`src/rtl/mem_stage_lsu.sv`:
```
// mem_stage_lsu -- MEM-stage load/store unit between the EX/MEM register and datamem.
//
// Turns byte / halfword / word requests into accesses on the big-endian,
// byte-addressed 32-bit word port of datamem. The byte at the request address
// is the most significant byte of that port. Loads are sign- or zero-extended.
// Sub-word stores go through a registered read-modify-write sequence
// (IDLE -> RMW_RD -> RMW_WR). The unit stalls the pipeline while that
// sequence runs.
//
// Optional feature macro: LSU_ALIGN_CHECK_EN
//   defined   : misaligned half/word accesses complete in one cycle with fault=1,
//               resp_rdata=0, and never write memory.
//   undefined : fault is tied to 0 and any byte address passes straight through.
//
// Ports
//   clk, rst_n       clock; synchronous active-low reset
//   req_valid/ready  request handshake (accept on valid & ready)
//   req_we           1 = store, 0 = load
//   req_size         00 byte, 01 half, 10/11 word
//   req_unsigned     zero-extend loads when 1
//   req_addr         byte address
//   req_wdata        right-aligned store data
//   resp_valid       one-cycle completion pulse (registered)
//   resp_rdata       extended load data, 0 for stores (registered)
//   fault            misalignment flag qualified by resp_valid
//   mem_wr/addr/wdata  combinational drive to datamem
//   mem_rdata        combinational read data from datamem
module mem_stage_lsu (
  input  logic        clk,
  input  logic        rst_n,
  input  logic        req_valid,
  output logic        req_ready,
  input  logic        req_we,
  input  logic [1:0]  req_size,
  input  logic        req_unsigned,
  input  logic [31:0] req_addr,
  input  logic [31:0] req_wdata,
  output logic        resp_valid,
  output logic [31:0] resp_rdata,
  output logic        fault,
  output logic        mem_wr,
  output logic [31:0] mem_addr,
  output logic [31:0] mem_wdata,
  input  logic [31:0] mem_rdata
);

  typedef enum logic [1:0] {IDLE, RMW_RD, RMW_WR} state_t;

  state_t      state;
  logic [31:0] lat_addr;
  logic [15:0] lat_wdata;
  logic        lat_half;
  logic [31:0] merge_q;
  logic [31:0] merged;
  logic        size_word;
  logic        size_half;
  logic        misaligned;

  // Size code 11 behaves exactly like a word access.
  assign size_word = req_size[1];
  assign size_half = (req_size == 2'b01);

`ifdef LSU_ALIGN_CHECK_EN
  assign misaligned = (size_half & req_addr[0]) | (size_word & (req_addr[1:0] != 2'b00));
`else
  assign misaligned = 1'b0;
`endif

  // The new bytes go at the top of the word, because the addressed byte is the MSB.
  assign merged = lat_half ? {lat_wdata[15:0], merge_q[15:0]}
                           : {lat_wdata[7:0],  merge_q[23:0]};

  function automatic logic [31:0] load_extend(input logic [31:0] d,
                                              input logic [1:0]  size,
                                              input logic        uns);
    logic [31:0] r;
    case (size)
      2'b00:   r = uns ? {24'h0, d[31:24]} : {{24{d[31]}}, d[31:24]};
      2'b01:   r = uns ? {16'h0, d[31:16]} : {{16{d[31]}}, d[31:16]};
      default: r = d;
    endcase
    return r;
  endfunction

  // Gating with rst_n keeps every output quiet while reset is held. It also stops
  // a reset that lands in RMW_WR from writing.
  always_comb begin
    // NOTE: defaults first so that no path through the case infers a latch.
    req_ready = 1'b0;
    mem_wr    = 1'b0;
    mem_addr  = 32'h0;
    mem_wdata = 32'h0;
    if (rst_n) begin
      case (state)
        IDLE: begin
          req_ready = 1'b1;
          mem_addr  = req_addr;
          mem_wdata = req_wdata;
          mem_wr    = req_valid & req_we & size_word & ~misaligned;
        end
        RMW_RD: mem_addr = lat_addr;
        RMW_WR: begin
          mem_wr    = 1'b1;
          mem_addr  = lat_addr;
          mem_wdata = merged;
        end
        default: ;
      endcase
    end
  end

  // Control state and registered response.
  always_ff @(posedge clk) begin
    // NOTE: non-blocking assignments for every flop so all updates use pre-edge values.
    if (!rst_n) begin
      state      <= IDLE;
      resp_valid <= 1'b0;
      resp_rdata <= 32'h0;
    end else begin
      resp_valid <= 1'b0;
      case (state)
        IDLE: begin
          if (req_valid) begin
            if (misaligned) begin
              resp_valid <= 1'b1;
              resp_rdata <= 32'h0;
            end else if (!req_we) begin
              resp_valid <= 1'b1;
              resp_rdata <= load_extend(mem_rdata, req_size, req_unsigned);
            end else if (size_word) begin
              resp_valid <= 1'b1;
              resp_rdata <= 32'h0;
            end else begin
              state <= RMW_RD;
            end
          end
        end
        RMW_RD: state <= RMW_WR;
        RMW_WR: begin
          state      <= IDLE;
          resp_valid <= 1'b1;
          resp_rdata <= 32'h0;
        end
        default: state <= IDLE;
      endcase
    end
  end

  // NOTE: datapath holding registers have no reset. They are only read in states
  // that are entered after they have been loaded.
  always_ff @(posedge clk) begin
    if (state == IDLE && req_valid && req_we && !size_word && !misaligned) begin
      lat_addr  <= req_addr;
      lat_wdata <= req_wdata[15:0];
      lat_half  <= size_half;
    end
    if (state == RMW_RD) merge_q <= mem_rdata;
  end

`ifdef LSU_ALIGN_CHECK_EN
  logic fault_q;
  always_ff @(posedge clk) begin
    if (!rst_n) fault_q <= 1'b0;
    else        fault_q <= (state == IDLE) & req_valid & misaligned;
  end
  assign fault = fault_q;
`else
  assign fault = 1'b0;
`endif

endmodule

```
`config.mk`:
```
export PLATFORM = sky130hd
export DESIGN_NAME = mem_stage_lsu
export DESIGN_NICKNAME = d
export VERILOG_FILES = /design/src/rtl/mem_stage_lsu.sv
export SDC_FILE = /design/constraint.sdc
export NUM_CORES = 1
export LEC_CHECK = 0
export ABC_CLOCK_PERIOD_IN_PS = 5300
export CAP_MARGIN = 20
export CORE_ASPECT_RATIO = 1.1
export CORE_MARGIN = 2
export CORE_UTILIZATION = 44
export CTS_CLUSTER_SIZE = 20
export DETAILED_ROUTE_END_ITERATION = 6
export HOLD_SLACK_MARGIN = 0.05
export PLACE_DENSITY = 0.92
export SLEW_MARGIN = 20
export SYNTH_ARGS = -nofsm -noshare
export SYNTH_HDL_FRONTEND = slang
export SYNTH_SLANG_ARGS = --single-unit
```
`constraint.sdc`:
```
create_clock -name clk -period 5.3 [get_ports clk]
set_input_delay 0.53 -clock clk [delete_from_list [all_inputs] [get_ports clk]]
set_output_delay 0.53 -clock clk [all_outputs]
set_load 0.05 [all_outputs]
```
### Wiring by layer, run 1

The bar under the picture is 20 um long. Only two layers are drawn.
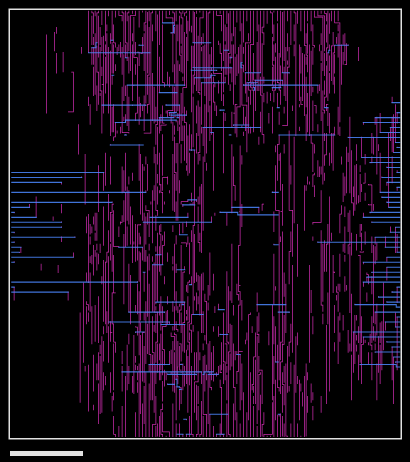
legend:
  M3:
    color: blue
    wire_length: 955 um
  M2:
    color: magenta
    wire_length: 7500 um

### Clock network drawn from the DEF, run 1

The bar under the picture is 20 um long.
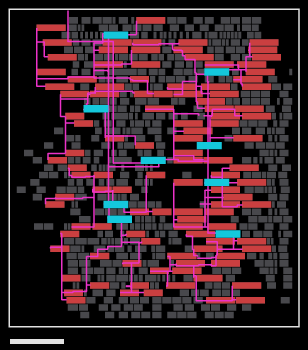
legend:
  clock wires:
    color: magenta
    length: 1200 um
  clock-net drivers:
    color: cyan
    count: 9
  flip-flops:
    color: red
    count: 108
routed clock nets: 10
final clock skew: 0.00914 ns
power of the clock network: 0.674 mW
clock latency reported for the late side of the worst-skew pair: 0.35 ns
part of the power in the clock network: 0.206

==> summary.txt, run 1 <==
State of the implementation.

- The run finished with clean final reports.
- The total number of vias is 4294, for reference.
- The summed standard-cell area reported by yosys is approximately 5000 um2, for reference.
- The final report gives the core utilization as 0.652.
- After filler insertion, the fill cell instance count of the layout stands at ~850.
- The power density normalized to cell area is around 440 nW/um2, for reference.
- In this run the count of I/O pins placed on the die edge is 203.
- The number of instances in the synthesized netlist is between 400 and 500, for reference.
- The total routing resource utilization after global routing is 0.233, for reference.
- In this design, the stage delay of the slowest critical-path cell is about 0.87 ns.
- The global-route wire length before repair is between 20000 and 25000 um, for reference.
- The critical path's slowest stage uses the library cell sky130_fd_sc_hd__clkdlybuf4s50_1.
- Subtracting the final worst setup slack from the clock period gives roughly 3.7 ns.
- The cell repeated most along the worst path is sky130_fd_sc_hd__clkdlybuf4s50_1, for reference.
- Per STA, the worst path is made up of clkdlybuf4s50_1 > buf_4 > nand2b_1 > nor2_1 > clkdlybuf4s50_1.
- The share of async-settable or async-resettable flops after synthesis is 0, for reference.
- The synthesized-area fraction occupied by xor and xnor cells is 0, for reference.
- The largest total area in the synthesized netlist belongs to sky130_fd_sc_hd__edfxtp_1.
- The number of buffers inserted to repair setup after CTS is 0, for reference.
- Per the final layout report, the fraction of cells sized above drive strength 1 comes to 0.0925.
- The met1 track demand over resource in global routing is 0.283, for reference.
- The worst-case setup margin in the final layout is 1.61 ns, for reference.
- Derived from the worst setup path, the maximum achievable clock frequency is approximately 270 MHz.
- The wire length on met1 is approximately 5900 um, for reference.
- The post-synthesis mux area share is 0.0492, for reference.
- The critical path runs through a total of 5 cells.
- In the final layout, the registers with the most flip-flops are lat_addr (32), resp_rdata (32), merge_q (24).
- The leakage power summed over all cells is between 2 and 3 nW, for reference.
- The main area contributors are sky130_fd_sc_hd__edfxtp_1 43%, sky130_fd_sc_hd__dfxtp_1 14%, sky130_fd_sc_hd__mux2i_1 4.9%, sky130_fd_sc_hd__a22oi_1 4.7%, sky130_fd_sc_hd__nor2_1 3.0%.
- The number of warnings reported in the stage logs is 31.
- Detailed routing placed a total of between 7000 and 8000 um of wire on met2.
- met2 is the most crowded layer.
- The worst hold slack across all endpoints is 0.462 ns, for reference.
- The report counts max-capacitance violations totalling 0.
- Routability-driven placement finished with a final weighted congestion of approximately 0.9.
- Yosys mapped a number of flops with a built-in enable equal to approximately 73.
- The growth of design area from synthesis to finish is 46.1%, for reference.
### Clock nets, run 1

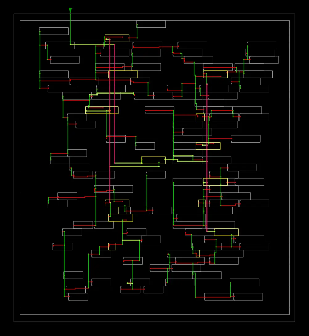
Sink Count: 108
cts bufs inserted: 9
flip-flops: 108
total of clock buffers placed in the layout: 9

run 1: cell type report:
type / count / share of cell area
clock inverters: 7 / 0.0101
clock buffers: 9 / 0.0303
inverters: 7 / 0.00354
well taps: 150 / 0.0253
multi-input cells: 280 / 0.266
repair buffers: 205 / 0.275
flip-flops and latches: 108 / 0.389
run 1: cell usage in the layout (no fill, tap or decap), types with 14 or more instances in the layout:
master	count
sky130_fd_sc_hd__edfxtp_1	73
sky130_fd_sc_hd__dfxtp_1	35
sky130_fd_sc_hd__a22o_1	16
sky130_fd_sc_hd__clkdlybuf4s50_1	201
sky130_fd_sc_hd__a22oi_1	32
sky130_fd_sc_hd__o21ai_0	18
sky130_fd_sc_hd__nor2_1	40
sky130_fd_sc_hd__nor2b_1	14
sky130_fd_sc_hd__mux2i_1	25
sky130_fd_sc_hd__nand2_1	39
==> run 2: changes to the inputs <==
--- a/config.mk
+++ b/config.mk
@@ -5,15 +5,15 @@
 export SDC_FILE = /design/constraint.sdc
 export NUM_CORES = 1
 export LEC_CHECK = 0
-export ABC_CLOCK_PERIOD_IN_PS = 5300
+export ABC_CLOCK_PERIOD_IN_PS = 3170
 export CAP_MARGIN = 20
 export CORE_ASPECT_RATIO = 1.1
 export CORE_MARGIN = 2
-export CORE_UTILIZATION = 44
+export CORE_UTILIZATION = 39
 export CTS_CLUSTER_SIZE = 20
 export DETAILED_ROUTE_END_ITERATION = 6
 export HOLD_SLACK_MARGIN = 0.05
-export PLACE_DENSITY = 0.92
+export PLACE_DENSITY = 0.87
 export SLEW_MARGIN = 20
 export SYNTH_ARGS = -nofsm -noshare
 export SYNTH_HDL_FRONTEND = slang
==> constraint.sdc (replaced) <==
create_clock -name clk -period 3.17 [get_ports clk]
set_input_delay 0.317 -clock clk [delete_from_list [all_inputs] [get_ports clk]]
set_output_delay 0.317 -clock clk [all_outputs]
set_load 0.05 [all_outputs]
==> run 2 against run 1 <==
  * Design area up 9.7%
  * Register-to-register slack worse by 1.9 ns
  * Area after synthesis unchanged
  * Clock skew down 0.0022 ns
==> summary.txt, run 2 <==
State of the implementation.

- slightly above 200 I/O pins were placed.
- The fraction of final layout cells with drive strength greater than 1 is 0.204, for reference.
- The wire length on met1 is approximately 6000 um, for reference.
- The logic depth of the worst path, buffers included is 5, for reference.
- In the final layout, the registers with the most flip-flops are lat_addr (32), resp_rdata (32), merge_q (24).
- On met1, the global router reports a usage of 0.250.
- The part of the power in the clock network is 0.197, for reference.
- The run finished with clean final reports.
- For this run, the share of the core covered by cells in the final layout is 0.645.
- The total number of vias is around 4300, for reference.
- Per the OpenROAD power report, leakage power amounts to between 2 and 3 nW.
- The CTS sink count is around 110, for reference.
- Derived from the worst setup path, the maximum achievable clock frequency is approximately 380 MHz.
- The number of instances in the synthesized netlist is roughly 430, for reference.
- Walking the worst path, the cells encountered are inv_1 > ha_1 > nand2_1 > o21ai_0 > buf_12.
- The largest single stage delay on the critical path is roughly 0.49 ns.
- The shortest clock period the worst path allows after layout is 2.63 ns, for reference.
- The number of warnings reported in the stage logs is 31.
- Once the clock tree was built, the setup fixing pass inserted 0 buffers.
- Relative to the synthesized area, the layout overhead comes to 60.4%.
- The tally of max-capacitance violations is 0, for reference.
- The total routing resource utilization after global routing is 0.216, for reference.
- The insertion delay to the later sink of the worst-skew pair is between 0.3 and 0.4 ns, for reference.
- The critical path's slowest stage uses the library cell sky130_fd_sc_hd__o21ai_0.
- Hold timing on the final database bottoms out at a slack of ~0.47 ns.
- The share of async-settable or async-resettable flops after synthesis is 0, for reference.
- The top cell type in the final layout, fill and taps aside, is sky130_fd_sc_hd__clkdlybuf4s50_1.
run 2: cells by family (layout without fill, tap and decap cells):
group | count (synthesis) | in the layout | share of synthesized area
fa+ha+maj | 6 | 6 | 0.0148
other cells | 1 | 2 | 0.000738
flops | 108 | 108 | 0.569
simple gates | 123 | 123 | 0.116
mux | 25 | 25 | 0.0492
buf+inv | 43 | 230 | 0.0436
compound gates | 125 | 125 | 0.207
run 2: layout make-up:
type                       instances  area share
sequential                       108       0.355
timing repair buffer             207       0.335
multi-input combinational        280       0.243
clock buffer                       9      0.0276
tap                              157      0.0241
clock inverter                     7      0.0121
inverter                           7     0.00322
antenna                            1    0.000307
### Register map, names as in the netlist, run 2

The bar under the picture is 20 um long.
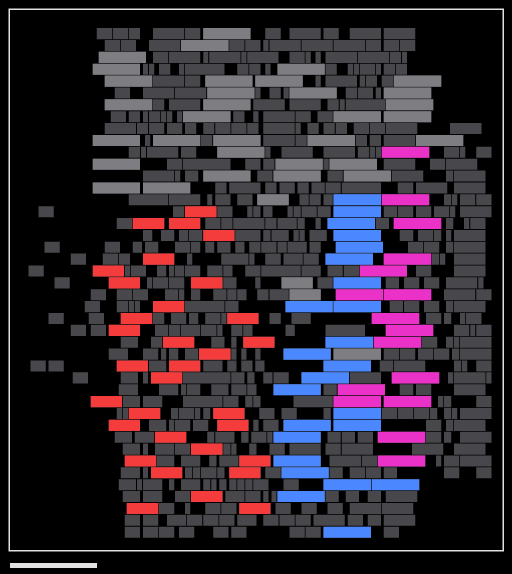
legend:
  `resp_rdata`:
    color: red
    sequential_cells: 32
  `merge_q`:
    color: blue
    sequential_cells: 24
  `lat_wdata`:
    color: magenta
    sequential_cells: 16
fraction of area in registers: 0.355
sequential power: 1.79 mW

### Wiring by layer, run 2

The bar under the picture is 20 um long. Only two layers are drawn.
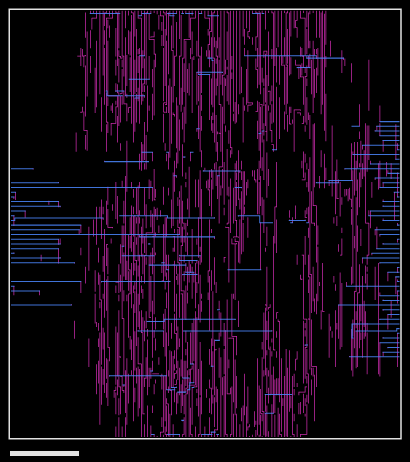
legend:
  M2:
    color: magenta
    wire_length: 7690 um
  M3:
    color: blue
    wire_length: 1020 um

==> run 3: changes to the inputs <==
--- a/config.mk
+++ b/config.mk
@@ -5,15 +5,15 @@
 export SDC_FILE = /design/constraint.sdc
 export NUM_CORES = 1
 export LEC_CHECK = 0
-export ABC_CLOCK_PERIOD_IN_PS = 3170
+export ABC_CLOCK_PERIOD_IN_PS = 2700
 export CAP_MARGIN = 20
 export CORE_ASPECT_RATIO = 1.1
 export CORE_MARGIN = 2
-export CORE_UTILIZATION = 39
+export CORE_UTILIZATION = 44
 export CTS_CLUSTER_SIZE = 20
 export DETAILED_ROUTE_END_ITERATION = 6
 export HOLD_SLACK_MARGIN = 0.05
-export PLACE_DENSITY = 0.87
+export PLACE_DENSITY = 0.92
 export SLEW_MARGIN = 20
 export SYNTH_ARGS = -nofsm -noshare
 export SYNTH_HDL_FRONTEND = slang
==> constraint.sdc (replaced) <==
create_clock -name clk -period 2.7 [get_ports clk]
set_input_delay 0.27 -clock clk [delete_from_list [all_inputs] [get_ports clk]]
set_output_delay 0.27 -clock clk [all_outputs]
set_load 0.05 [all_outputs]
==> run 3 against run 2 <==
  * Clock power grew 6%
  * Via count increased by 1.4%
  * Sequential cell count unchanged
  * Setup slack worse by 0.39 ns
  * Design area fell by 0.23%
  * Wire length rose by 6.3%
  * Largest power group unchanged
  * Die area down 11%
  * Sequential power grew 18%
  * Area after synthesis stayed put
  * Sequential share of layout area rose by 0.082 points
  * Power up 16%
  * Combinational power rose by about 20%
==> summary.txt, run 3 <==
State of the implementation.

- The count of sequential standard cells is 108, for reference.
- Counting every sink on the clock net gives about 110.
- Across all setup checks in the final design, the least slack found is 0.148 ns.
- In the post-synthesis netlist, the biggest area contributors are sky130_fd_sc_hd__edfxtp_1 43%, sky130_fd_sc_hd__dfxtp_1 14%, sky130_fd_sc_hd__mux2i_1 4.9%, sky130_fd_sc_hd__a22oi_1 4.7%, sky130_fd_sc_hd__nor2_1 3.0%.
- The cell type contributing the most total cell area after synthesis is sky130_fd_sc_hd__edfxtp_1, for reference.
- The sequential share of cell area is 0.356, for reference.
- Of the total synthesized cell area, the portion taken by AND, OR, NAND and NOR gates is 0.116.
- The largest cell class by area is sequential cells.
- The total CTS buffers is 9, for reference.
- Per the layout area report, the combinational fraction of cell area is 0.244.
- The shortest clock period the worst path allows after layout is about 2.6 ns, for reference.
- The first global-routing pass estimated roughly 24000 um of wire.
- Of the cells placed in the final design, the portion with a size suffix greater than 1 is 0.213.
- The flow measured a signed area growth from synthesis to layout of 60.0%.
- Counting every instance in the synthesized netlist gives roughly 430.
- Across all stage logs, warnings added up to 31.
- The tally of max-capacitance violations is 0, for reference.
- The share of total power dissipated in the clock network is 0.179.
- The largest individual stage delay along the critical path comes from the cell sky130_fd_sc_hd__and2_1.
- The run finished with clean final reports.
- The stat command in Yosys gives a chip area of 5080 um2.
- Counting the clock-network buffers in the layout gives 9.
- The fraction of final cell area spent on non-clock buffers in this run is 0.340.
- Summing all multiplexer cells gives an area fraction of 0.0492.
-- run 3: power groups by stage --
stage	logic (mW)	clock network, mW	registers [mW]
2_1_floorplan	1.89	0	2.30
3_3_place_gp	3.58	0	2.14
3_5_place_dp	3.67	0	2.15
4_1_cts	3.71	1.28	2.11
5_1_grt	3.87	1.34	2.13
6_report	3.72	1.28	2.11
-- run 3: cell families after synthesis --
| group | after synthesis |
|---|---|
| mux | 25 |
| buf+inv | 43 |
| flops | 108 |
| simple gates | 123 |
| other cells | 1 |
| fa+ha+maj | 6 |
| compound gates | 125 |
-- run 3: routing by layer --
layer | GRT usage | share of wire
met1 | 0.299 | 0.37
met2 | 0.468 | 0.52
met3 | 0.0474 | 0.072
met4 | 0.120 | 0.033
met5 | 0 | 0
### Wiring by layer, run 3

The bar under the picture is 20 um long. Only two layers are drawn.
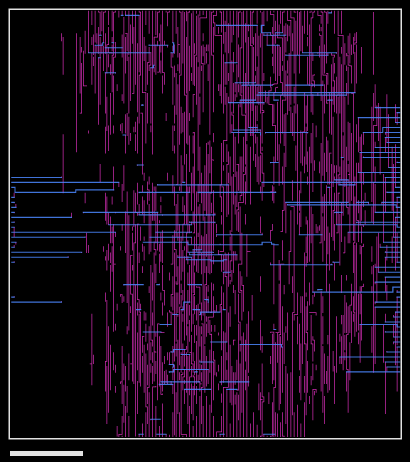
legend:
  M2:
    color: magenta
    wire_length: 8690 um
  M3:
    color: blue
    wire_length: 1190 um
Routed WL per cell: 21.4 um
All-Layer GR Usage: 0.259

### Register map, names as in the netlist, run 3

The bar under the picture is 20 um long.
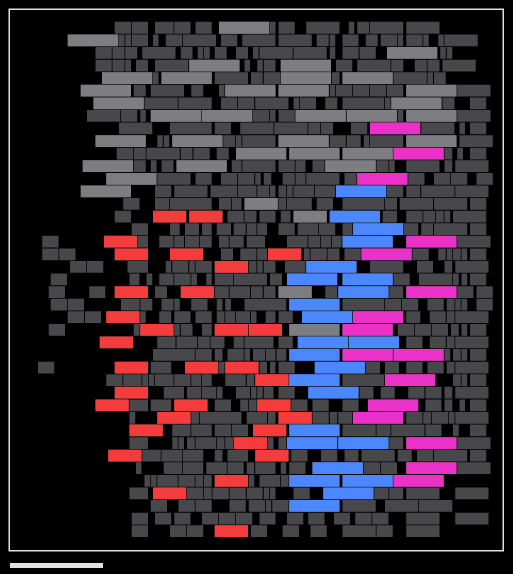
legend:
  `merge_q`:
    color: blue
    sequential_cells: 24
  `lat_wdata`:
    color: magenta
    sequential_cells: 16
  `resp_rdata`:
    color: red
    sequential_cells: 32
not colored: 36

Power figures rest on the tool's default switching activity, not on a simulated workload.
